**config.mk**
```make
export PLATFORM = sky130hd
export DESIGN_NAME = tinyalu_arbiter_flat
export DESIGN_NICKNAME = d
export VERILOG_FILES = /design/src/rtl/tinyalu_arbiter_if.sv /design/src/rtl/tinyalu_arbiter.sv /design/src/flat_wrapper.sv
export SDC_FILE = /design/constraint.sdc
export NUM_CORES = 1
export LEC_CHECK = 0
export CAP_MARGIN = 25
export CORE_ASPECT_RATIO = 0.6
export CORE_MARGIN = 5
export CORE_UTILIZATION = 37
export CTS_CLUSTER_DIAMETER = 40
export DETAILED_ROUTE_END_ITERATION = 8
export GPL_ROUTABILITY_DRIVEN = 1
export PLACE_DENSITY = 0.87
export SYNTH_ARGS = -nofsm -noshare
export SYNTH_HDL_FRONTEND = slang
export SYNTH_SLANG_ARGS = --single-unit
export TNS_END_PERCENT = 5
```
**constraint.sdc**
```tcl
create_clock -name clk -period 3.2 [get_ports clk]
set_clock_uncertainty 0.15 [all_clocks]
set_input_delay 0.64 -clock clk [delete_from_list [all_inputs] [get_ports clk]]
set_output_delay 0.64 -clock clk [all_outputs]
set_load 0.02 [all_outputs]
```
**src/rtl/tinyalu_arbiter_if.sv**
```systemverilog
// tinyalu_arbiter_if: requester command/response and TinyALU pins of the arbiter
interface tinyalu_arbiter_if #(
    parameter int NUM_REQ = 4
);
    logic [NUM_REQ-1:0]   req_valid;
    logic [NUM_REQ-1:0]   req_ready;
    logic [8*NUM_REQ-1:0] req_A;
    logic [8*NUM_REQ-1:0] req_B;
    logic [3*NUM_REQ-1:0] req_op;
    logic [NUM_REQ-1:0]   rsp_valid;
    logic [15:0]          rsp_result;
    logic                 rsp_error;
    logic                 alu_start;
    logic [2:0]           alu_op;
    logic [7:0]           alu_A;
    logic [7:0]           alu_B;
    logic                 alu_done;
    logic [15:0]          alu_result;
    modport slave (
        input  req_valid, req_A, req_B, req_op, alu_done, alu_result,
        output req_ready, rsp_valid, rsp_result, rsp_error, alu_start, alu_op, alu_A, alu_B
    );
    modport master (
        output req_valid, req_A, req_B, req_op, alu_done, alu_result,
        input  req_ready, rsp_valid, rsp_result, rsp_error, alu_start, alu_op, alu_A, alu_B
    );
endinterface

```
**src/rtl/tinyalu_arbiter.sv**
```systemverilog
// tinyalu_arbiter: round-robin sharing of one TinyALU between NUM_REQ requesters
module tinyalu_arbiter #(
    parameter int NUM_REQ     = 4,
    parameter int ALU_TIMEOUT = 15
) (
    input logic              clk,
    input logic              reset_n,
    tinyalu_arbiter_if.slave bus
);
    localparam int IW = $clog2(NUM_REQ);
    localparam int CW = $clog2(ALU_TIMEOUT + 1);
    typedef enum logic [1:0] {IDLE, ISSUE, RESP} state_t;
    state_t          state, state_n;
    logic [IW-1:0]   ptr, idx, gidx, gnext;
    logic [NUM_REQ-1:0] grant;
    logic            found, take, legal, tmo;
    logic [2:0]      g_op, op_q;
    logic [7:0]      a_q, b_q;
    logic [CW-1:0]   cnt;
    logic [15:0]     result_q;
    logic            error_q;
    // first valid requester at or after ptr, wrapping around
    always_comb begin
        int j;
        j = 0;
        grant = '0;
        gidx = '0;
        found = 1'b0;
        for (int k = 0; k < NUM_REQ; k++) begin
            j = int'(ptr) + k;
            j = (j >= NUM_REQ) ? j - NUM_REQ : j;
            if (!found && bus.req_valid[j]) begin
                found = 1'b1;
                gidx = IW'(j);
                grant[j] = 1'b1;
            end
        end
    end
    assign gnext = (gidx == IW'(NUM_REQ - 1)) ? '0 : gidx + 1'b1;
    assign g_op  = bus.req_op[3*int'(gidx) +: 3];
    assign legal = (g_op != 3'd0) && (g_op <= 3'd4);
    assign take  = (state == IDLE) && found;
    assign tmo   = (cnt == CW'(ALU_TIMEOUT - 1));
    assign bus.req_ready  = (state == IDLE && reset_n) ? grant : '0;
    assign bus.rsp_result = result_q;
    assign bus.rsp_error  = error_q;
    // next state and ALU/response strobes; ALU pins stay zero outside ISSUE
    always_comb begin
        state_n = state;
        bus.alu_start = 1'b0;
        bus.alu_op = '0;
        bus.alu_A = '0;
        bus.alu_B = '0;
        bus.rsp_valid = '0;
        case (state)
            IDLE: state_n = found ? (legal ? ISSUE : RESP) : IDLE;
            ISSUE: begin
                bus.alu_start = 1'b1;
                bus.alu_op = op_q;
                bus.alu_A = a_q;
                bus.alu_B = b_q;
                state_n = (bus.alu_done || tmo) ? RESP : ISSUE;
            end
            RESP: begin
                bus.rsp_valid[idx] = 1'b1;
                state_n = IDLE;
            end
            default: state_n = IDLE;
        endcase
    end
    // command latch, timeout counter and held response; done beats timeout
    always_ff @(posedge clk or negedge reset_n) begin
        if (!reset_n) begin
            state    <= IDLE;
            ptr      <= '0;
            idx      <= '0;
            a_q      <= '0;
            b_q      <= '0;
            op_q     <= '0;
            cnt      <= '0;
            result_q <= '0;
            error_q  <= 1'b0;
        end else begin
            state <= state_n;
            if (take) begin
                ptr  <= gnext;
                idx  <= gidx;
                a_q  <= bus.req_A[8*int'(gidx) +: 8];
                b_q  <= bus.req_B[8*int'(gidx) +: 8];
                op_q <= g_op;
                cnt  <= '0;
                if (!legal) begin
                    result_q <= '0;
                    error_q  <= 1'b1;
                end
            end
            if (state == ISSUE) begin
                cnt <= cnt + 1'b1;
                if (bus.alu_done) begin
                    result_q <= bus.alu_result;
                    error_q  <= 1'b0;
                end else if (tmo) begin
                    result_q <= '0;
                    error_q  <= 1'b1;
                end
            end
        end
    end
endmodule

```
**src/flat_wrapper.sv**
```systemverilog
// flat-port wrapper written by rule: the top's interface ports become plain ports
module tinyalu_arbiter_flat 
#(
    parameter int NUM_REQ     = 4,
    parameter int ALU_TIMEOUT = 15
)
  (clk, reset_n, bus_req_valid, bus_req_A, bus_req_B, bus_req_op, bus_alu_done, bus_alu_result, bus_req_ready, bus_rsp_valid, bus_rsp_result, bus_rsp_error, bus_alu_start, bus_alu_op, bus_alu_A, bus_alu_B);
  tinyalu_arbiter_if #(.NUM_REQ(NUM_REQ)) bus_i ();
  input logic clk;
  input logic reset_n;
  input wire logic [$bits(bus_i.req_valid)-1:0] bus_req_valid;
  input wire logic [$bits(bus_i.req_A)-1:0] bus_req_A;
  input wire logic [$bits(bus_i.req_B)-1:0] bus_req_B;
  input wire logic [$bits(bus_i.req_op)-1:0] bus_req_op;
  input wire logic [$bits(bus_i.alu_done)-1:0] bus_alu_done;
  input wire logic [$bits(bus_i.alu_result)-1:0] bus_alu_result;
  output wire logic [$bits(bus_i.req_ready)-1:0] bus_req_ready;
  output wire logic [$bits(bus_i.rsp_valid)-1:0] bus_rsp_valid;
  output wire logic [$bits(bus_i.rsp_result)-1:0] bus_rsp_result;
  output wire logic [$bits(bus_i.rsp_error)-1:0] bus_rsp_error;
  output wire logic [$bits(bus_i.alu_start)-1:0] bus_alu_start;
  output wire logic [$bits(bus_i.alu_op)-1:0] bus_alu_op;
  output wire logic [$bits(bus_i.alu_A)-1:0] bus_alu_A;
  output wire logic [$bits(bus_i.alu_B)-1:0] bus_alu_B;
  assign bus_i.req_valid = bus_req_valid;
  assign bus_i.req_A = bus_req_A;
  assign bus_i.req_B = bus_req_B;
  assign bus_i.req_op = bus_req_op;
  assign bus_i.alu_done = bus_alu_done;
  assign bus_i.alu_result = bus_alu_result;
  assign bus_req_ready = bus_i.req_ready;
  assign bus_rsp_valid = bus_i.rsp_valid;
  assign bus_rsp_result = bus_i.rsp_result;
  assign bus_rsp_error = bus_i.rsp_error;
  assign bus_alu_start = bus_i.alu_start;
  assign bus_alu_op = bus_i.alu_op;
  assign bus_alu_A = bus_i.alu_A;
  assign bus_alu_B = bus_i.alu_B;
  tinyalu_arbiter #(.NUM_REQ(NUM_REQ), .ALU_TIMEOUT(ALU_TIMEOUT)) u_core (.clk(clk), .reset_n(reset_n), .bus(bus_i));
endmodule
```
Fig. 1: met3 routing
Scale: 2 px per um.
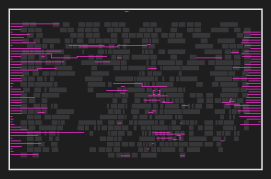
The layer carries 934 um of wire. The layer holds 9.7% of the routed length.
final wirelength: 9650 um
met3 demand-to-capacity share in global routing: 6.18%

Fig. 2: placement by cell class
Scale: 4 px per um.
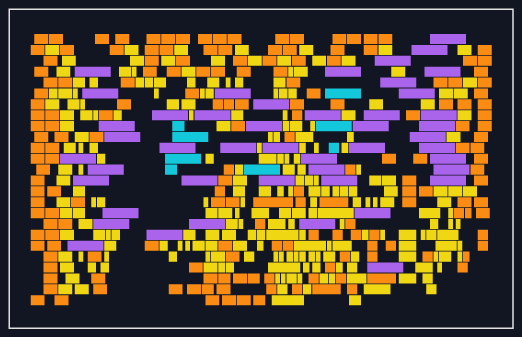
Orange is remaining buffers and delay cells, cells 177, share of their area 36%. Yellow is remaining logic cells, cells 225, share of their area 37%. Purple is registers, cells 46, share of their area 24%. Cyan is clock drivers and dummy loads, cells 8, share of their area 3.1%.
placeable core region: 7850 sq um
fraction of standard cell area that is sequential: 23.5%
post-layout utilization of the core: 62.5%
row count: 25

Fig. 3: cell outlines without signal wires
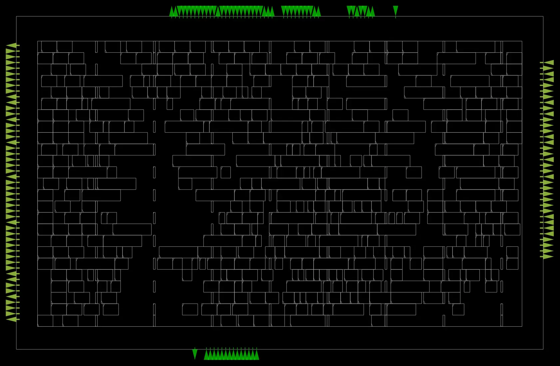
number of fillers in the final layout: 629
well-tap cell count: 108

Fig. 4: cell sizes after repair
Scale: 3 px per um.
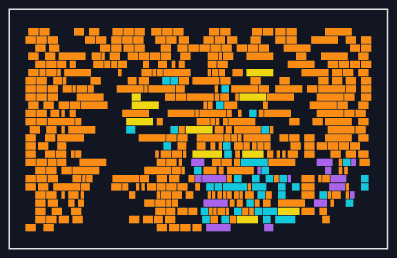
Orange is x1 and smaller, cells 391. Cyan is x3 and x4, cells 40. Yellow is x6 and larger, cells 10. Purple is x2, cells 15.
buffers outside the clock class: 177
worst-case setup margin in the final layout: -0.0287 ns
post-synthesis to final-layout area growth: 65.5%
final instance area: 4910 sq um

==> reports/results.ini <==
[outcome]
status = finished with violations
violations = negative setup slack

[clock_network]
postCtsSetupRepairBufs = 3
htreeDepth = 2
numClockSinks = 46
clock.latency.late_pin_ns = 0.28
cts_tree = built
number_of_resized_instances_in_the_post_cts_repair_step = 20
buffer_type_at_the_clock_tree_root = sky130_fd_sc_hd__clkbuf_16
post_cts_hold_buffer_count = 0
cts_max_path_buffers = 2
numCtsBuffers = 5
clkSlewWorstSetupHoldPaths_ns = 0.07

[route]
drt.antenna.violating_nets = 0
remaining_drc_errors = 0
drt-pass1-iter-count = 4
wl_per_cell_um = 17.1
first_iter_violations = 150
route.vias.total = 3067
detail_route.vias_per_cell = 5.44

[logic_synthesis]
synth.yosys.warnings = 0
synth.cells.most_frequent = sky130_fd_sc_hd__dfrtp_1 (46), sky130_fd_sc_hd__mux2i_1 (39), sky130_fd_sc_hd__nand2_1 (32)
post-synth-top-count-cell = sky130_fd_sc_hd__dfrtp_1
post_synth_main_logic_family = AND-OR/OR-AND gates
syn_area_sq_um = 2970
syn-num-nets = 399
synth.cellmix.simpleShare_pct = 17.7
xor_area_share_pct = 1.18
yosys.area_share.adder_pct = 3.38
area_leaders = sky130_fd_sc_hd__dfrtp_1 (39%), sky130_fd_sc_hd__mux2i_1 (13%), sky130_fd_sc_hd__a32o_1 (5.7%), sky130_fd_sc_hd__o221ai_1 (5.6%), sky130_fd_sc_hd__and2_1 (4.2%)
synth_compound_gate_area_share_pct = 19.3
ys_async_sr_fraction_pct = 100
edf_count = 0
yosys_register_bits = 46
mux_share_pct = 15.4
avg_inst_size_synth_sq_um = 10.2
synth.lib_cells_used.distinct = 45
synth_top_cell_by_area = sky130_fd_sc_hd__dfrtp_1
yosysTopAreaCellShare_pct = 38.8
postSynth.topFlopCell = sky130_fd_sc_hd__dfrtp_1
synth-cells-yosys = 292
yosysChipArea_sq_um = 2970
synth.yosys.seq_area_share_pct = 38.8
netlist_instances = 292

[die]
chipWidth_um = 126
die_y_um = 79.3
die_area_sq_um = 9960
initial_utilization_pct = 37.8
io_pins = 144

[job]
stage_log_warnings = 33
max_cap_violations = 0

[global_route]
grt_usage_pct = 19.0
grt.overflow.total = 0
antenna_found_initial = 0
grt_pass1_vias = 3183
wire_length_of_the_first_global_routing_pass_um = 15500
grt_start_max_net_pins = 47

[power_and_ir_drop]
swShare_pct = 42.6
cellPowerDensity_nw_per_um2 = 1030
seq_power_w = 0.00104
clock_net_power_w = 0.000527
power.largest_group = combinational logic
power_leakage_nw = 2.06
seq_power_share_pct = 20.6
share_clk_of_total_power_pct = 10.4
fin_total_pwr_w = 0.00507
comb_power_share_pct = 69.0
net-switching-power_w = 0.00216
vdd_ir_drop_max_uv = 567
pwr.group.combinational_w = 0.00350
power.internal_w = 0.00291

[critical_path]
cp_top_delay_family = multiplexers
worst_ep_arrival_time_ns = 2.44
rr_worst_depth = 11
setup.worst_path.start = u_core.ptr[1]
critical-path-slowest-cell = sky130_fd_sc_hd__mux4_2
worst_ep_required_time_ns = 2.41
internal_reg_to_reg_setup_slack_ns = 0.01
cp-endpoint = bus_req_ready[0]
crit_cells = 10
critical-path-max-stage-delay_ns = 0.58
worst_r2r_endpoint = u_core.bus.rsp_result[8]
setup.worst_path.end_class = output port
worst_setup_path_start_kind = register
path_cells = inv_2 -> ha_4 -> mux4_2 -> buf_12 -> nor2b_4 -> a22oi_2 -> nor2_2 -> a221oi_2 -> nor2_1 -> buf_4
path_buffers = 3
path_max_fanout = 5
crit_type = reg2out
rr_startpoint = u_core.ptr[1]

[timing]
timing_max_transition_violations_final = 0
setup_ws_ns = -0.0287
fin_setup_tns_ns = -0.0740
fmaxAchievable_mhz = 310
rsz0062_at_grt = true
hold_violations = 0
timing.final.crit_share_pct = 101
worst_rel_slew_slack_pct = 58.6
setup_viol_count_final = 4
timing_worst_slew_pin_value_ns = 0.622
period_minus_slack_ns = 3.23

[layout]
num-clock-buffers = 5
layout.cells.largest_class = combinational gates
layout.non_clock_inverters = 4
combAreaFraction_pct = 35.4
antenna_cells = 0
layout.buffer.nonclock.area_share_pct = 35.1
n_sequential_cell = 46
clk_share_pct = 3.06
layout.nets = 562
register_area_sq_um = 1150
ratio_of_cells_with_drive_above_1_in_the_final_layout_pct = 14.3
logic_gates = 221
area.combinational_sq_um = 1740

[placement]
post-dp-hpwl_um = 7490
place_area_sq_um = 4700
place.port_buffers = 143
detailedPlace.worstSlack_ns = -0.581
finalWeightedCongestion = 0.861

[worst_hold_path]
worstHoldPathType = in2async

## metrics by stage
step	cells	hold WS, ns
final	564	0.294
after global routing	564	0.355
after CTS	564	0.327
after detailed placement	553	0.315
after global placement	553	0.311
after floorplan	292	0.194
## sequential cells by signal, summed over array words and instances, names as in the netlist
register	flops
u_core.cnt	4
u_core.bus.rsp_error	1
u_core.op_q	3
u_core.a_q	8
u_core.b_q	8
u_core.ptr	2
u_core.bus.rsp_result	16
u_core.state	2
u_core.idx	2
## per-layer routing
layer | share of wire (%) | track usage, %
met5 | 0 | 0
met4 | 1.4 | 4.44
met3 | 9.7 | 6.18
met2 | 47 | 31.4
met1 | 42 | 24.3
## cells in the final DEF, fill, tap and decap left out, types with 4 or more instances in the layout
| cell type | synthesis | routed |
|---|---|---|
| sky130_fd_sc_hd__clkdlybuf4s50_1 | 0 | 134 |
| sky130_fd_sc_hd__a21oi_1 | 5 | 5 |
| sky130_fd_sc_hd__mux2i_1 | 39 | 39 |
| sky130_fd_sc_hd__and2_1 | 20 | 20 |
| sky130_fd_sc_hd__dlygate4sd2_1 | 0 | 4 |
| sky130_fd_sc_hd__buf_4 | 1 | 33 |
| sky130_fd_sc_hd__nor2_1 | 18 | 17 |
| sky130_fd_sc_hd__ha_1 | 8 | 7 |
| sky130_fd_sc_hd__clkbuf_16 | 0 | 5 |
| sky130_fd_sc_hd__a32o_1 | 17 | 17 |
| sky130_fd_sc_hd__nand2_1 | 32 | 31 |
| sky130_fd_sc_hd__nand3_1 | 4 | 4 |
| sky130_fd_sc_hd__o221ai_1 | 19 | 19 |
| sky130_fd_sc_hd__nand2b_1 | 5 | 5 |
| sky130_fd_sc_hd__o21ai_0 | 9 | 8 |
| sky130_fd_sc_hd__dfrtp_1 | 46 | 46 |
